`src/rtl/averager_ctrl.sv`:
```
// Control FSM for a BRAM-based frame averager: accumulate P passes, then read out.
// Optional sticky overrun flag: define AVERAGER_CTRL_OVERRUN_EN.
module averager_ctrl #(
    parameter int BRAM_ADDR_WIDTH = 16,
    parameter int AVERAGES_WIDTH  = 32
) (
    input  logic                       aclk,
    input  logic                       areset,
    input  logic                       cfg_start,
    input  logic [BRAM_ADDR_WIDTH-1:0] cfg_frame_len,
    input  logic [AVERAGES_WIDTH-1:0]  cfg_averages,
    input  logic                       trig,
    input  logic                       S_AXIS_tvalid,
    output logic                       S_AXIS_tready,
    output logic                       M_AXIS_tvalid,
    output logic                       M_AXIS_tlast,
    input  logic                       M_AXIS_tready,
    output logic [BRAM_ADDR_WIDTH-1:0] bram_rd_addr,
    output logic [BRAM_ADDR_WIDTH-1:0] bram_wr_addr,
    output logic                       bram_we,
    output logic                       acc_first,
    output logic                       busy,
    output logic                       done,
    output logic [AVERAGES_WIDTH-1:0]  pass_count
`ifdef AVERAGER_CTRL_OVERRUN_EN
    ,
    output logic                       overrun
`endif
);

    localparam logic [BRAM_ADDR_WIDTH-1:0] ONE_A = 1;
    localparam logic [AVERAGES_WIDTH-1:0]  ONE_P = 1;

    typedef enum logic [2:0] {
        S_IDLE,
        S_ARM,
        S_ACCUM,
        S_READOUT,
        S_DONE
    } state_t;

    state_t                     state;
    logic [BRAM_ADDR_WIDTH-1:0] frame_len;
    logic [AVERAGES_WIDTH-1:0]  averages;
    logic [BRAM_ADDR_WIDTH-1:0] idx;
    logic                       s_fire;
    logic                       m_fire;
    logic                       start_ok;
    logic                       last_sample;
    logic                       last_pass;

    assign s_fire      = S_AXIS_tvalid & S_AXIS_tready;
    assign m_fire      = M_AXIS_tvalid & M_AXIS_tready;
    assign start_ok    = (state == S_IDLE) && cfg_start && (cfg_frame_len != '0);
    assign last_sample = (idx == frame_len - ONE_A);
    assign last_pass   = (pass_count + ONE_P == averages);

    // Read address runs one word ahead on a readout beat so the next word is ready
    assign bram_rd_addr = idx + (m_fire ? ONE_A : '0);

    // Main sequencer: run setup, per-sample accumulate, and readout beats
    always_ff @(posedge aclk or posedge areset) begin
        if (areset) begin
            state         <= S_IDLE;
            frame_len     <= '0;
            averages      <= '0;
            idx           <= '0;
            S_AXIS_tready <= 1'b0;
            M_AXIS_tvalid <= 1'b0;
            M_AXIS_tlast  <= 1'b0;
            bram_wr_addr  <= '0;
            bram_we       <= 1'b0;
            acc_first     <= 1'b0;
            busy          <= 1'b0;
            done          <= 1'b0;
            pass_count    <= '0;
        end else begin
            bram_we <= s_fire;
            done    <= 1'b0;
            if (s_fire) begin
                bram_wr_addr <= idx;
            end
            unique case (state)
                S_IDLE: begin
                    acc_first <= 1'b0;
                    if (start_ok) begin
                        frame_len  <= cfg_frame_len;
                        averages   <= (cfg_averages == '0) ? ONE_P : cfg_averages;
                        pass_count <= '0;
                        idx        <= '0;
                        acc_first  <= 1'b1;
                        busy       <= 1'b1;
                        state      <= S_ARM;
                    end
                end
                S_ARM: begin
                    acc_first <= (pass_count == '0);
                    if (trig) begin
                        S_AXIS_tready <= 1'b1;
                        idx           <= '0;
                        state         <= S_ACCUM;
                    end
                end
                S_ACCUM: begin
                    // One cycle late, so it lines up with the write of the fired sample
                    acc_first <= (pass_count == '0);
                    if (s_fire) begin
                        if (last_sample) begin
                            idx           <= '0;
                            S_AXIS_tready <= 1'b0;
                            pass_count    <= pass_count + ONE_P;
                            state         <= last_pass ? S_READOUT : S_ARM;
                        end else begin
                            idx <= idx + ONE_A;
                        end
                    end
                end
                S_READOUT: begin
                    acc_first <= 1'b0;
                    if (!M_AXIS_tvalid) begin
                        M_AXIS_tvalid <= 1'b1;
                        M_AXIS_tlast  <= last_sample;
                    end else if (m_fire) begin
                        if (M_AXIS_tlast) begin
                            M_AXIS_tvalid <= 1'b0;
                            M_AXIS_tlast  <= 1'b0;
                            idx           <= '0;
                            busy          <= 1'b0;
                            done          <= 1'b1;
                            state         <= S_DONE;
                        end else begin
                            idx          <= idx + ONE_A;
                            M_AXIS_tlast <= (idx + ONE_A == frame_len - ONE_A);
                        end
                    end
                end
                S_DONE: begin
                    state <= S_IDLE;
                end
                default: begin
                    state <= S_IDLE;
                end
            endcase
        end
    end

`ifdef AVERAGER_CTRL_OVERRUN_EN
    // Sticky flag: samples offered while the controller cannot accept them
    always_ff @(posedge aclk or posedge areset) begin
        if (areset) begin
            overrun <= 1'b0;
        end else if (start_ok) begin
            overrun <= 1'b0;
        end else if (S_AXIS_tvalid && (state == S_ARM || state == S_READOUT)) begin
            overrun <= 1'b1;
        end
    end
`endif

endmodule
```
`config.mk`:
```
export PLATFORM = sky130hd
export DESIGN_NAME = averager_ctrl
export DESIGN_NICKNAME = d
export VERILOG_FILES = /design/src/rtl/averager_ctrl.sv
export SDC_FILE = /design/constraint.sdc
export NUM_CORES = 1
export LEC_CHECK = 0
export CAP_MARGIN = 30
export CORE_MARGIN = 2
export CORE_UTILIZATION = 44
export DETAILED_ROUTE_END_ITERATION = 6
export PLACE_DENSITY = 0.7
export SLEW_MARGIN = 0
export SYNTH_ARGS = -nofsm -noshare
export SYNTH_HDL_FRONTEND = slang
export SYNTH_SLANG_ARGS = --single-unit
```
`constraint.sdc`:
```
create_clock -name aclk -period 3.75 [get_ports aclk]
set_input_delay 0.5625 -clock aclk [delete_from_list [all_inputs] [get_ports aclk]]
set_output_delay 0.5625 -clock aclk [all_outputs]
set_load 0.005 [all_outputs]
```
### M3 wires

(2 px per um) Cells faint in the background.
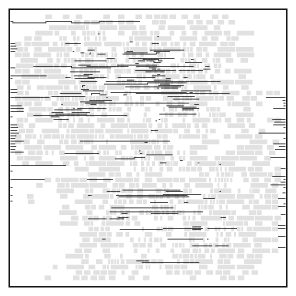
nets with wire on the layer: 158
longest straight run: 57.0 um
Vias: 7,188
total wire length: 23,300 um
M3 GR Usage: 0.0464

### Signal wires by layer

(2 px per um)
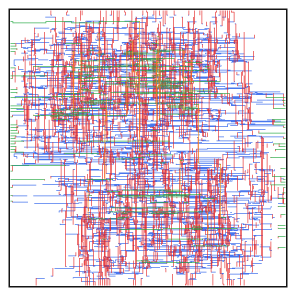
[M3] green | wire length: 1,850 um
[M4] orange | wire length: 490 um
[M1] blue | wire length: 10,700 um
[M2] red | wire length: 10,200 um
gr usage total: 0.243
wire per inst: 18.8 um

### Congestion heat map

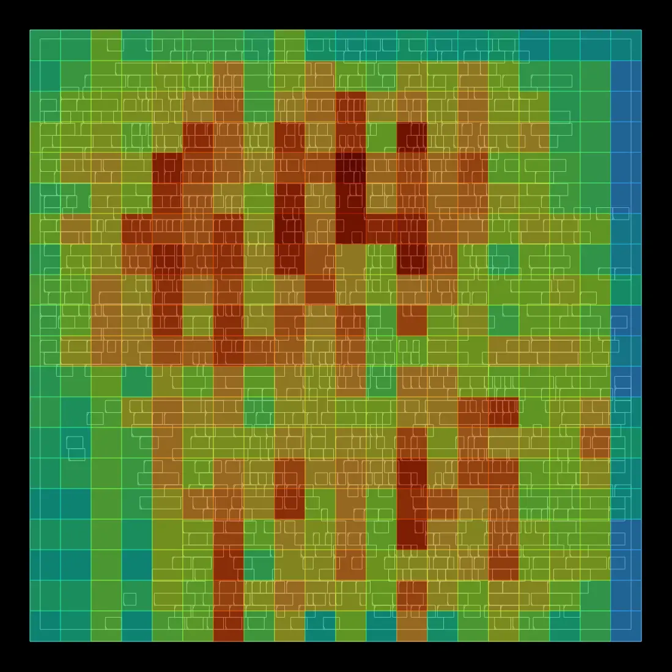
GRT met1 Usage: 0.361
Util after Layout: 0.571
GR peak layer: met1
GR Util met2: 0.358

### Clock wires, drivers and flops

(3 px per um)
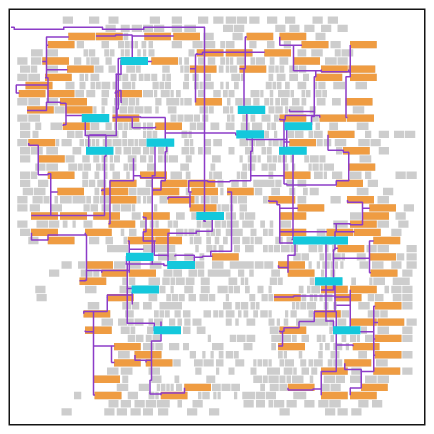
[flip-flops] orange | count: 122
[clock-net drivers] cyan | count: 17
[clock wires] purple | length: 1,760 um
flops lie: all over the die
Clock group: 0.00172 W
clock share of power: 0.269

==> out/metrics.cfg <==
[timing]
period_used_share=0.956
finalSetupViolations=0
slew_headroom=0.455
worst_slew_pin_slew_ns=0.815
period_needed_ns=3.59

[synthesis]
simple_gate_share=0.237
synth_flop_count=122
async_flop_share=1.00
yosys.area.top_type=dfrtp_1
topCellsByArea=dfrtp_1 39%, mux2_2 8.5%, xnor2_1 6.8%
edf_count=0
floorplan.nets=930
ys_warn_count=0
synthDistinctLibCells=65
yosys_cells=870
aoi_share=0.125
synth_area_per_cell_sq_um=9.09
top_cell_area_share=0.386
yosys_area_sq_um=7910

[power_and_ir_drop]
sw_frac_of_total=0.369
p_leak_nw=4.18
p_total_w=0.00642
p_sw_w=0.00237
power.density_nw_per_um2=632
seqPwrFrac=0.337
combinationalPowerShare=0.395

[cells_and_area]
largest_cell_class=combinational gates
clockBufferCount=20
synthToLayoutAreaGrowth_pct=28.5
clk_share=0.0610
regArea_sq_um=3050
n_antenna_cell=0
nets=1054
comb_area_frac=0.448
lay_top_count=clkdlybuf4s50_1
reg.largest.list=averages x32, pass_count x32
final_cell_mix=124 x clkdlybuf4s50_1, 122 x dfrtp_1, 69 x nand2_1, 60 x mux2_2, 60 x xnor2_1

[worst_setup_path]
worstReg2RegEnd=pass_count[18]$_DFFE_PP0P_
path_class=flop to flop
crit_top_cell=nor4_4
cp_max_fo=11
r2r_cells=10
r2r-start=frame_len[0]$_DFFE_PP0P_
worst-path-buf-inv=1
worstPathCellList=inv_1 > ha_1 > or4b_1 > nor4_4 > xnor2_1 > a311o_1 > nor4_4 > a21boi_2 > or3_2 > a21o_1
max_stage_delay_ns=0.66
path_delay_family=simple AND/OR/NAND/NOR gates

[floorplan]
dieHeight_um=138
dieArea_sq_um=19100
fp-utilization=0.445
die_w_um=138

[min_path]
worstHoldStart=bram_wr_addr[15]$_DFFE_PP0P_
holdPathStages=2
worstHoldEndpoint=bram_wr_addr[15]$_DFFE_PP0P_

[clock_tree]
cts_sinks=122
ctsHtreeMaxLevel=4
clk_path_buf_depth=2
path_clk_slew_ns=0.06
cts_buffers=17

[drt]
met1_length_um=10700
drc_errors=0
top_layer_used=met4

[global_routing]
grt_pass1_vias=6714
grt_max_degree=56

[outcome]
outcome=completed

[place]
dp_hpwl_um=17000

[run]
maxCapViolCount=0

[worst register-to-register path, delay by kind of cell, from the launching register on]
family | cells | cell delay (ns)
AND/OR/NAND/NOR | 4 | 1.86
AND-OR/OR-AND | 3 | 0.73
flip-flops | 1 | 0.42
adder cells (fa/ha/maj) | 1 | 0.25
XOR/XNOR | 1 | 0.15
buffers and inverters | 1 | 0.09
[metrics by stage]
stage / hold WS [ns] / instance area, sq um / std cells / utilization
2_1_floorplan: 0.473 / 7910 / 870 / -
3_3_place_gp: 0.460 / 9500 / 1202 / 0.534
3_5_place_dp: 0.471 / 9500 / 1202 / 0.534
4_1_cts: 0.489 / 10100 / 1234 / 0.569
5_1_grt: 0.509 / 10200 / 1236 / 0.571
6_report: 0.486 / 10200 / 1236 / 0.571
Power is estimated from default activity; no workload was simulated.
